<file path="src/rtl/endpoint_tx.sv">
// Switch-port transmit endpoint: flit FIFO, per-VC credit tracking and a SEND/STALL gate.
// Define ENDPOINT_TX_STATS_EN to build the sent/stall statistics counters.
package endpoint_tx_pkg;
    localparam int VC_W = 4;

    typedef struct packed {
        logic [VC_W-1:0] vc;
    } metadata_t;

    typedef struct packed {
        metadata_t   metadata;
        logic [31:0] payload;
    } flit_t;
endpackage

module endpoint_tx
    import endpoint_tx_pkg::*;
#(
    parameter int NUM_VCS     = 2,
    parameter int BUFFER_SIZE = 8,
    parameter int DEPTH       = 4
) (
    input  logic                                          clk,
    input  logic                                          rst,
    input  flit_t                                         flit_in,
    input  logic                                          flit_valid,
    output logic                                          flit_ready,
    output flit_t                                         out,
    output logic                                          data_ready_out,
    input  logic                                          packet_sent,
    input  logic [NUM_VCS-1:0]                            credit_granted,
    output logic [NUM_VCS-1:0][$clog2(BUFFER_SIZE+1)-1:0] credit_count,
    output logic                                          credit_err,
    output logic [31:0]                                   sent_count,
    output logic [31:0]                                   stall_count
);
    localparam int CW   = $clog2(BUFFER_SIZE + 1);
    localparam int AW   = $clog2(DEPTH);
    localparam int VI_W = (NUM_VCS > 1) ? $clog2(NUM_VCS) : 1;
    localparam logic [CW-1:0] CRED_MAX = CW'(BUFFER_SIZE);
    localparam logic [AW:0]   FULL     = (AW + 1)'(DEPTH);

    typedef enum logic [1:0] {IDLE, SEND, STALL} state_t;

    flit_t                     mem_q [DEPTH];
    flit_t                     mem_d [DEPTH];
    logic [AW-1:0]             rd_ptr_q, rd_ptr_d, wr_ptr_q, wr_ptr_d;
    logic [AW:0]               count_q, count_d;
    logic [NUM_VCS-1:0][CW-1:0] credit_q, credit_d;
    logic                      err_q, err_d;
    state_t                    state_q, state_d;
    logic                      push, pop;
    logic [VI_W-1:0]           head_vc, next_vc;

    assign flit_ready     = (count_q != FULL);
    assign data_ready_out = (state_q == SEND);
    assign push           = flit_valid && flit_ready;
    assign pop            = data_ready_out && packet_sent;
    assign out            = mem_q[rd_ptr_q];
    assign head_vc        = VI_W'(out.metadata.vc);
    assign credit_count   = credit_q;
    assign credit_err     = err_q;

    always_comb begin
        mem_d    = mem_q;
        wr_ptr_d = wr_ptr_q;
        rd_ptr_d = rd_ptr_q;
        count_d  = count_q;
        if (push) begin
            mem_d[wr_ptr_q] = flit_in;
            wr_ptr_d        = wr_ptr_q + 1'b1;
        end
        if (pop) begin
            rd_ptr_d = rd_ptr_q + 1'b1;
        end
        case ({push, pop})
            2'b10:   count_d = count_q + 1'b1;
            2'b01:   count_d = count_q - 1'b1;
            default: count_d = count_q;
        endcase
        // Head as it will be next cycle, including a flit pushed straight into the head slot.
        next_vc = VI_W'(mem_d[rd_ptr_d].metadata.vc);
    end

    always_comb begin
        credit_d = credit_q;
        err_d    = err_q;
        for (int v = 0; v < NUM_VCS; v++) begin
            if (credit_granted[v] && !(pop && head_vc == VI_W'(v))) begin
                if (credit_q[v] == CRED_MAX) begin
                    err_d = 1'b1;
                end else begin
                    credit_d[v] = credit_q[v] + 1'b1;
                end
            end else if (!credit_granted[v] && pop && head_vc == VI_W'(v)) begin
                credit_d[v] = credit_q[v] - 1'b1;
            end
        end
    end

    // State is registered from next-cycle FIFO/credit values so a new head is judged one cycle later.
    always_comb begin
        state_d = IDLE;
        if (count_d == '0) begin
            state_d = IDLE;
        end else if (credit_d[next_vc] != '0) begin
            state_d = SEND;
        end else begin
            state_d = STALL;
        end
    end

    always_ff @(posedge clk or posedge rst) begin
        if (rst) begin
            for (int i = 0; i < DEPTH; i++) begin
                mem_q[i] <= '0;
            end
            rd_ptr_q <= '0;
            wr_ptr_q <= '0;
            count_q  <= '0;
            for (int v = 0; v < NUM_VCS; v++) begin
                credit_q[v] <= CRED_MAX;
            end
            err_q   <= 1'b0;
            state_q <= IDLE;
        end else begin
            mem_q    <= mem_d;
            rd_ptr_q <= rd_ptr_d;
            wr_ptr_q <= wr_ptr_d;
            count_q  <= count_d;
            credit_q <= credit_d;
            err_q    <= err_d;
            state_q  <= state_d;
        end
    end

`ifdef ENDPOINT_TX_STATS_EN
    logic [31:0] sent_q, sent_d, stall_q, stall_d;

    always_comb begin
        sent_d  = sent_q;
        stall_d = stall_q;
        if (pop) begin
            sent_d = sent_q + 32'd1;
        end
        if (state_q == STALL) begin
            stall_d = stall_q + 32'd1;
        end
    end

    always_ff @(posedge clk or posedge rst) begin
        if (rst) begin
            sent_q  <= '0;
            stall_q <= '0;
        end else begin
            sent_q  <= sent_d;
            stall_q <= stall_d;
        end
    end

    assign sent_count  = sent_q;
    assign stall_count = stall_q;
`else
    assign sent_count  = '0;
    assign stall_count = '0;
`endif

endmodule

</file>
<file path="config.mk">
export PLATFORM = sky130hd
export DESIGN_NAME = endpoint_tx
export DESIGN_NICKNAME = d
export VERILOG_FILES = /design/src/rtl/endpoint_tx.sv
export SDC_FILE = /design/constraint.sdc
export NUM_CORES = 1
export LEC_CHECK = 0
export CAP_MARGIN = 20
export CORE_MARGIN = 4
export CORE_UTILIZATION = 50
export DETAILED_ROUTE_END_ITERATION = 8
export HOLD_SLACK_MARGIN = 0.05
export PLACE_DENSITY = 0.77
export SETUP_SLACK_MARGIN = 0.5
export SLEW_MARGIN = 20
export SYNTH_ARGS = -nofsm -noshare
export SYNTH_HDL_FRONTEND = slang
export SYNTH_SLANG_ARGS = --single-unit
</file>
<file path="constraint.sdc">
create_clock -name clk -period 14.3 [get_ports clk]
set_clock_uncertainty 0.05 [all_clocks]
set_input_delay 2.145 -clock clk [delete_from_list [all_inputs] [get_ports clk]]
set_output_delay 2.145 -clock clk [all_outputs]
set_load 0.02 [all_outputs]
</file>
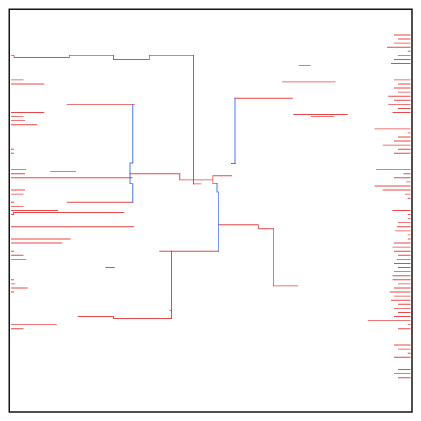
*Routed metal, one colour a layer, run 1*
Scale: 3 px per um. Only two layers are drawn.
blue -> met4  # wire length 164 um
red -> met3  # wire length 914 um
total track usage: 0.1766
Avg WL per Cell: 17.76 um

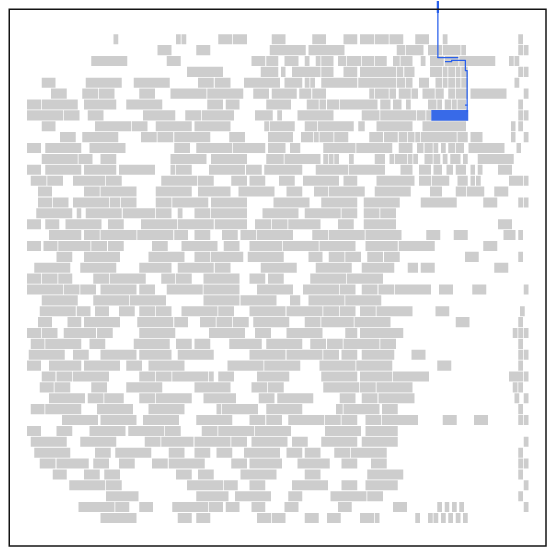
*I/O nets highlighted, run 1*
Scale: 4 px per um.
blue -> credit_err  # bits 1, direction output, edge north, end cells 1, buffers 1, wire 36.0 um
IO Port Bufs: 88
# IOs: 153

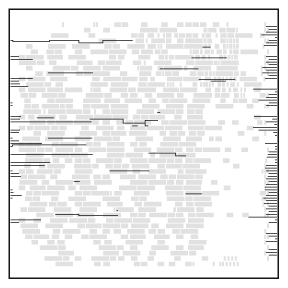
*Signal wires on met3, run 1*
Scale: 2 px per um.
longest straight run = 40.7 um
wire length on this layer = 914 um
nets with wire on the layer = 106
via count: 4,486
wirelength, routed: 15,180 um
M3 GR Usage: 0.04951

run 1: cell type report:
cell class,count,area (um2)
multi-input cells,343,3432
repair buffers,91,903.4
inverters,17,68.82
clock buffers,23,457.9
clock inverters,8,105.1
fillers,1153,6081
well taps,211,264.0
flip-flops and latches,162,4059
run 1: worst max-delay path, stage by stage, from the launching register on:
cell and delay [ns]:
dfrtp_2 0.57, buf_4 0.51, mux4_2 0.62, clkdlybuf4s50_1 0.59
run 1: routing by layer:
layer	global-route usage	wire (um)	share of wire
met1	0.2423	6798	0.45
met5	0	0	0
met3	0.04951	913	0.060
met4	0.04629	163	0.011
met2	0.2805	7306	0.48
run 1: path summary, 6_finish.rpt:
kind	start	to	slack (ns)	depth (start not counted)
hold / removal	count_q[2]$_DFF_PP0_	count_q[2]$_DFF_PP0_	0.43	1
min in group asynchronous	rst	credit_count[0]$_DFF_PP0_	2.21	2
max in group asynchronous	rst	async pin	10.62	3
setup / recovery	rd_ptr_q[0]$_DFF_PP0_	out[29]	9.38	3
setup reg to reg	count_q[0]$_DFF_PP0_	state_q[1]$_DFF_PP0_	11.46	10
hold reg to reg	count_q[2]$_DFF_PP0_	count_q[2]$_DFF_PP0_	0.43	1
run 1: cells in the final DEF, fill, tap and decap left out, types with 12 or more instances in the layout:
cell             synthesis  routed
mux2_2                 122     122
clkbuf_16                0      17
mux4_2                  37      37
mux2_1                  19      19
conb_1                   1      64
dfrtp_1                160     158
inv_1                   17      16
nand2_1                 12      12
clkdlybuf4s50_1          0      88
run 1: power by group:
group | internal [mW] | total [mW] | switching [mW]
Sequential | 0.699 | 0.837 | 0.138
Clock | 0.261 | 0.435 | 0.174
Combinational | 0.642 | 1.18 | 0.541
Total | 1.60 | 2.45 | 0.853
==> results.cfg, run 1 <==
; implementation run metrics
[run_status]
outcome = complete, no violations

[timing]
setup-tns-final_ns = 0
fmax_mhz = 203.3
hold_ws_ns = 0.4311

[setup_path]
endpoint_kind = output pin
crit_path_start_kind = register

[floorplan]
die_w_um = 133.8
dieArea_um2 = 17900
fp_util = 0.5147
die_height_um = 133.8

[synth]
ys.warnings.count = 0
synthCells = 550
edf_count = 0
yosys_cells = 550
yosys.area_share.xor_xnor = 0.01328
largest_area_cell = dfrtp_1
ys_chip_area_um2 = 7911
synth_seq_share = 0.5127
top_cells_by_count = dfrtp_1, mux2_2, buf_4
ys_sh_aoi = 0.02214
adder_share = 0.01676
ff_type = dfrtp_1

[clock_tree]
hold_buffers = 0
post-cts-setup-buffers = 0

[global_routing]
grt_max_degree = 95
grt_pass1_vias = 4725
antenna_found_initial = 0

[final_layout]
final_nets = 684
finalInstanceArea_um2 = 9290

[worst_hold_path]
min_path_type = register to register

[placement]
dpl_cell_area_um2 = 8727
routabilityCongestion = 0.7722
place_inst = 824
dp_hpwl_um = 9891

[pwr]
power_density_nw_per_um2 = 264.2
peakVddDrop_mv = 0.1474

[route]
drc = 0
antenna_left = 0
==> inputs of run 2 (changes only) <==
==> constraint.sdc (replaced) <==
create_clock -name clk -period 4.96 [get_ports clk]
set_clock_uncertainty 0.05 [all_clocks]
set_input_delay 0.744 -clock clk [delete_from_list [all_inputs] [get_ports clk]]
set_output_delay 0.744 -clock clk [all_outputs]
set_load 0.02 [all_outputs]
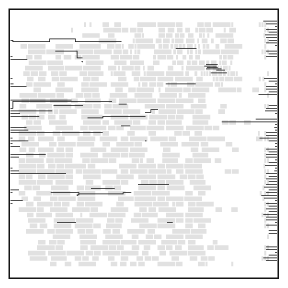
*Signal wires on met3, run 2*
Scale: 2 px per um.
main direction = horizontal
wire length on this layer = 892 um

==> run 2 against run 1 <==
Effect of this change: synthesized cell count unchanged; combinational power grew to 2.8 times the previous value; cell count is the same; via count hardly changed; critical path depth did not move; total power grew to 2.9 times the previous value; sequential share of layout area fell by 0.36 points; setup slack got worse by 8.1 ns; area after synthesis is the same; non-clock buffer count is 1 lower; utilization up 0.54 points; critical endpoint unchanged.
==> results.cfg, run 2 <==
; implementation run metrics
[synth]
synthesis.area_um2 = 7911
yosys.area_share.xor_xnor = 0.01328
adder_share = 0.01676
synth_seq_share = 0.5127
synth_flops = 162
synthCells = 550
synth.avg_cell_area_um2 = 14.38
ys_chip_area_um2 = 7911
ys.warnings.count = 0
largest_area_cell = dfrtp_1
ys_sh_aoi = 0.02214
yosys_cells = 550
synth_top_area_share = 0.5061
edf_count = 0
ys_sh_simple = 0.03764
ff_type = dfrtp_1
top_cells_by_count = dfrtp_1, mux2_2, buf_4

[timing]
tightest_slew_ns = 0.9468
fmax_mhz = 273.9
hold_ws_ns = 0.4380
slew_headroom = 0.3688
setup-tns-final_ns = 0

[placement]
dpl_cell_area_um2 = 8731
place_ws_ns = 1.549
routabilityCongestion = 0.7681
place_inst = 823
place.port_buffers = 88
dp_hpwl_um = 9814

[final_layout]
finalNonFillerCells = 855
final_common_cell = dfrtp_1
num_antenna_cells = 0
layout_top_cells = dfrtp_1, mux2_2, clkdlybuf4s50_1
finalInstanceArea_um2 = 9373
final_nets = 683

[route]
routed_wl_um = 15100
post_drt_wl_per_cell_um = 17.66
dr.pass1.iters = 4
drc = 0
vias = 4483
antenna_left = 0

[clock_tree]
numClockSinks = 162
root_buffer = clkbuf_16
ctsResizeCount = 0
post-cts-setup-buffers = 0
clk_pin_slew_ns = 0.06
hold_buffers = 0

[pwr]
p_switching_mw = 2.460
leakage_nw = 4.034
intPower_mw = 4.753
p_comb_frac = 0.453
p_sw_frac = 0.3411
peakVddDrop_mv = 0.4424
p_seq_mw = 2.53
power_density_nw_per_um2 = 769.6
power_leader = combinational cells
pg_comb_mw = 3.27
seqPwrFrac = 0.351
pwr-share-clk = 0.196
p_clk_mw = 1.41

[setup_path]
crit_path_start_kind = register
endpoint_kind = output pin
cp_data_arrival_time_ns = 2.86
critical-path-max-stage-delay_ns = 0.99
path_cells = buf_4, mux4_2, clkdlybuf4s50_1
worst_path_max_delay_cell = dfrtp_2
path_max_fanout = 31

[floorplan]
fp_util = 0.5147
die_w_um = 133.8
die_height_um = 133.8
dieArea_um2 = 17900
coreArea_um2 = 15370
ioPinCount = 153

[global_routing]
grt_pass1_vias = 4811
gr-total-overflow = 0
grtUsageTotal = 0.1768
grt_max_degree = 163
antenna_found_initial = 0

[run_status]
outcome = complete, no violations

[worst_hold_path]
min_path_type = register to register
-- run 2: netlist changes by cell type in the layout (fill, tap and decap cells not counted), sizes merged --
cell | previous run | this run
buf | 3 | 2
bufinv | 2 | 5
clkinv | 2 | 4
clkbuf | 23 | 18
clkinvlp | 3 | 4
-- run 2: per-layer routing --
metal | up-vias | global-route usage | part of all wire | wire length, um
met3 | 10 | 0.04914 | 0.059 | 891
li1 | 2010 | - | - | -
met2 | 137 | 0.2928 | 0.50 | 7622
met4 | 0 | 0.04514 | 0.0079 | 119
met5 | - | 0 | 0 | 0
met1 | 2326 | 0.2323 | 0.43 | 6469
-- run 2: worst paths after layout --
kind	slack (ns)	startpoint	end	cells past startpoint
setup / recovery	1.31	rd_ptr_q[0]$_DFF_PP0_	out[29]	3
hold / removal	0.44	credit_err$_DFF_PP0_	credit_err$_DFF_PP0_	2
setup reg to reg	1.98	rd_ptr_q[0]$_DFF_PP0_	state_q[1]$_DFF_PP0_	6
hold reg to reg	0.44	credit_err$_DFF_PP0_	credit_err$_DFF_PP0_	2
max in group asynchronous	3.33	rst	rd_ptr_q[1]$_DFF_PP0_	3
min in group asynchronous	0.79	rst	async pin	3
-- run 2: layout make-up --
| type | count | area, um2 |
|---|---|---|
| Fill cell | 1159 | 5998 |
| Sequential cell | 162 | 4061 |
| Multi-Input combinational cell | 343 | 3432 |
| Timing Repair Buffer | 90 | 908.4 |
| Clock buffer | 18 | 429.2 |
| Tap cell | 211 | 264.0 |
| Clock inverter | 14 | 210.2 |
| Inverter | 17 | 67.56 |
-- run 2: critical path: cells and delay by family, from the launching register on --
kind                   cells  cell delay [ns]
buffers and inverters      2             0.91
multiplexers               1             0.53
flip-flops                 1             0.99
No activity file was given, so power comes from the tool's default toggle rates.
